==> config.mk <==
export PLATFORM = sky130hd
export DESIGN_NAME = lcd_bus_writer_flat
export DESIGN_NICKNAME = d
export VERILOG_FILES = /design/src/rtl/lcd_pkg.sv /design/src/rtl/lcd_bus_writer_if.sv /design/src/rtl/lcd_delay_cnt.sv /design/src/rtl/lcd_bus_writer.sv /design/src/flat_wrapper.sv
export SDC_FILE = /design/constraint.sdc
export NUM_CORES = 1
export LEC_CHECK = 0
export ABC_AREA = 1
export CAP_MARGIN = 10
export CELL_PAD_IN_SITES_DETAIL_PLACEMENT = 0
export CELL_PAD_IN_SITES_GLOBAL_PLACEMENT = 1
export CORE_MARGIN = 2
export CORE_UTILIZATION = 40
export CTS_CLUSTER_DIAMETER = 80
export CTS_CLUSTER_SIZE = 25
export DETAILED_ROUTE_END_ITERATION = 10
export MAX_ROUTING_LAYER = met4
export PLACE_DENSITY = 0.92
export SETUP_SLACK_MARGIN = 0.2
export SYNTH_ARGS = -nofsm -noshare
export SYNTH_HDL_FRONTEND = slang
export SYNTH_SLANG_ARGS = --single-unit
==> constraint.sdc <==
create_clock -name clk -period 5.75 [get_ports clk]
set_input_delay 1.15 -clock clk [delete_from_list [all_inputs] [get_ports clk]]
set_output_delay 1.15 -clock clk [all_outputs]
set_load 0.005 [all_outputs]
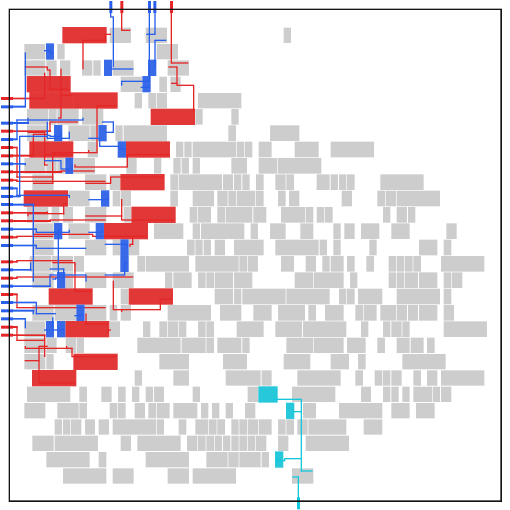
**Above:** run 1 (I/O nets highlighted).
Drawn at 6 px/um.
legend:
  red:
    port: `bus_lcd_data`
    bits: 16
    direction: output
    edge: 14 left, 2 top
    end_cells: 16
    buffers: 16
    wire: 412 um
  cyan:
    port: `bus_rempty`
    bits: 1
    direction: input
    edge: bottom
    end_cells: 3
    buffers: 1
    wire: 29.0 um
  blue:
    port: `bus_rdata`
    bits: 17
    direction: input
    edge: 14 left, 3 top
    end_cells: 17
    buffers: 17
    wire: 246 um
port buffer count: 42
io pins: 44

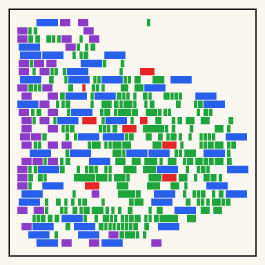
**Above:** run 1 (placed cells, one color a class).
Drawn at 3 px/um.
legend:
  blue:
    class: sequential cells
    cells: 48
    share_of_their_area: 33%
  red:
    class: clock drivers and dummy loads
    cells: 8
    share_of_their_area: 3.3%
  green:
    class: combinational and other logic
    cells: 266
    share_of_their_area: 49%
  purple:
    class: remaining buffers and delay cells
    cells: 43
    share_of_their_area: 15%
post-layout utilization of the core: 50.6%
final non-filler cell area: 0.00298 mm^2
std cell rows: 28
share of the final layout cell area in sequential cells: 32.3%
area inside the core boundary: 0.00589 mm^2

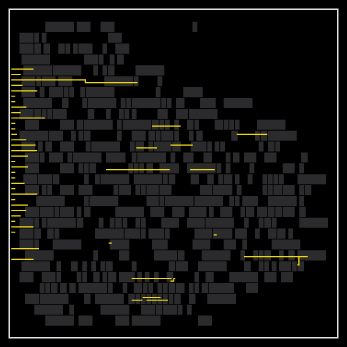
**Above:** run 1 (metal 3).
Drawn at 4 px/um. Cells faint in the background.
longest straight run: 18.4 um
wire length on this layer: 216 um
nets with wire on the layer: 42
main direction: horizontal
share of all routed wire: 4.2%
final routed wirelength across all metal layers: 5180 um
vias after detailed routing: 2,133
global routing usage on met3: 3.41%

==> flow.log <==
[report] implementation figures
[metrics] most common cell after layout, fill and taps aside: sky130_fd_sc_hd__nor2_1
[metrics] number of buffer and inverter instances along the worst setup path: 3
[metrics] insertion delay at the late pin of the worst-skew pair: about 0.30 ns
[metrics] post-DR wirelength/cell: around 12 um
[metrics] simple-gate share of the synthesized area: 37.3%
[metrics] total power density per cell area: ~200 mW/mm^2
[metrics] required time worst endpoint: just under 6 ns
[metrics] CTS H-tree lvls: 2
[metrics] Cells after Synth: ~320
[metrics] crit start category: input port
[metrics] global-route wire length before repair: approximately 9000 um
[metrics] outcome: finished clean
[metrics] Hold Slack: 0.462 ns
[metrics] unrepaired setup endpoints after global routing: no
[metrics] adder and majority cell fraction of the synthesized area: 0.518%
[metrics] pin count of the biggest net entering global routing: 26
[metrics] Worst path most repeated cell: sky130_fd_sc_hd__inv_1
[metrics] flip-flop count of the largest register, all copies and words added: 23
[metrics] Pre-antenna DRT Iters: 4
[metrics] Mux area share: 0%
[metrics] final-report setup violation count: 0
[metrics] most congested layer reported by global routing: met2
[metrics] top flip-flop cell by instance count after synthesis: sky130_fd_sc_hd__dfxtp_1
[metrics] proportion of synthesized chip area in sequential cells: ~40%
[metrics] post-layout period usage: ~49%
[metrics] maximum count of clock buffers along a single path: 2
[metrics] effective utilization at floorplan: just over 40%
[metrics] gr usage total: roughly 18%
[metrics] critical path capture point type: flop
[metrics] xor-xnor portion of the synthesized cell area: under 10%
[metrics] Placed Cells incl. Taps: ~430
[metrics] final cell count without fillers: around 440
[metrics] DRC errors left: 0
[metrics] detailed-placement wirelength estimate: 3770 um
[metrics] Final nets: ~390
[metrics] Yosys Chip Area: 0.00242 mm^2
run 1: stage by stage:
step	power (mW)	setup slack, ns
2_1_floorplan	0.366	3.59
3_3_place_gp	0.382	2.60
3_5_place_dp	0.382	2.56
4_1_cts	0.595	2.88
5_1_grt	0.609	2.72
6_report	0.585	2.91
run 1: final cells by class:
cell class / instances / area, um^2 / area share (%)
flip-flops and latches: 48 / 961 / 32.3
clock inverters: 1 / 7.51 / 0.252
multi-input cells: 237 / 1290 / 43.4
repair buffers: 43 / 428 / 14.4
well taps: 75 / 93.8 / 3.15
inverters: 29 / 109 / 3.66
clock buffers: 7 / 86.3 / 2.90
run 1: per-layer routing:
metal / up-vias / share of wire, %
met5: - / 0
met4: 0 / 1.1
met3: 8 / 4.2
met2: 59 / 45
met1: 954 / 50
li1: 1112 / -
run 1: worst reg2reg max path, stage by stage (launching register included):
cell and delay (ns):
sky130_fd_sc_hd__dfxtp_1 0.32, sky130_fd_sc_hd__inv_1 0.11, sky130_fd_sc_hd__ha_1 0.26, sky130_fd_sc_hd__nand2_4 0.10, sky130_fd_sc_hd__nor2_8 0.18, sky130_fd_sc_hd__nand3_4 0.15, sky130_fd_sc_hd__nand3_2 0.09, sky130_fd_sc_hd__nand2_1 0.06
sky130_fd_sc_hd__nor2_2 0.18, sky130_fd_sc_hd__nand2_4 0.10, sky130_fd_sc_hd__nand2_4 0.11, sky130_fd_sc_hd__nand2_4 0.14, sky130_fd_sc_hd__inv_2 0.22, sky130_fd_sc_hd__nand2_1 0.08, sky130_fd_sc_hd__a21oi_1 0.13
run 1: cell usage after synthesis, types with 2 or more instances:
| cell | n | share of area [%] |
|---|---|---|
| sky130_fd_sc_hd__xnor2_1 | 9 | 3.3 |
| sky130_fd_sc_hd__nand2_1 | 61 | 9.5 |
| sky130_fd_sc_hd__nor2_2 | 5 | 1.3 |
| sky130_fd_sc_hd__xor2_1 | 9 | 3.3 |
| sky130_fd_sc_hd__nor2_1 | 62 | 9.6 |
| sky130_fd_sc_hd__nor2_4 | 2 | 0.93 |
| sky130_fd_sc_hd__o21ai_2 | 2 | 0.72 |
| sky130_fd_sc_hd__clkbuf_1 | 6 | 0.93 |
| sky130_fd_sc_hd__nand3_2 | 3 | 1.2 |
| sky130_fd_sc_hd__nand2_4 | 4 | 1.9 |
| sky130_fd_sc_hd__nor3_1 | 6 | 1.2 |
| sky130_fd_sc_hd__nand2_2 | 2 | 0.52 |
| sky130_fd_sc_hd__clkinv_1 | 2 | 0.31 |
| sky130_fd_sc_hd__nand4_1 | 4 | 1.0 |
| sky130_fd_sc_hd__dfxtp_1 | 48 | 40 |
| sky130_fd_sc_hd__o21ai_0 | 19 | 3.9 |
| sky130_fd_sc_hd__or2_2 | 2 | 0.52 |
| sky130_fd_sc_hd__a21oi_1 | 14 | 2.9 |
| sky130_fd_sc_hd__nor4_2 | 5 | 2.6 |
| sky130_fd_sc_hd__inv_1 | 26 | 4.0 |
| sky130_fd_sc_hd__nand3_1 | 16 | 3.3 |
run 1: report_power, final:
group / internal [mW] / switching (mW) / total [mW]
clock network: 0.0979 / 0.112 / 0.210
registers: 0.335 / 0.00260 / 0.338
logic: 0.0201 / 0.0168 / 0.0368
Power is estimated from default activity; no workload was simulated.
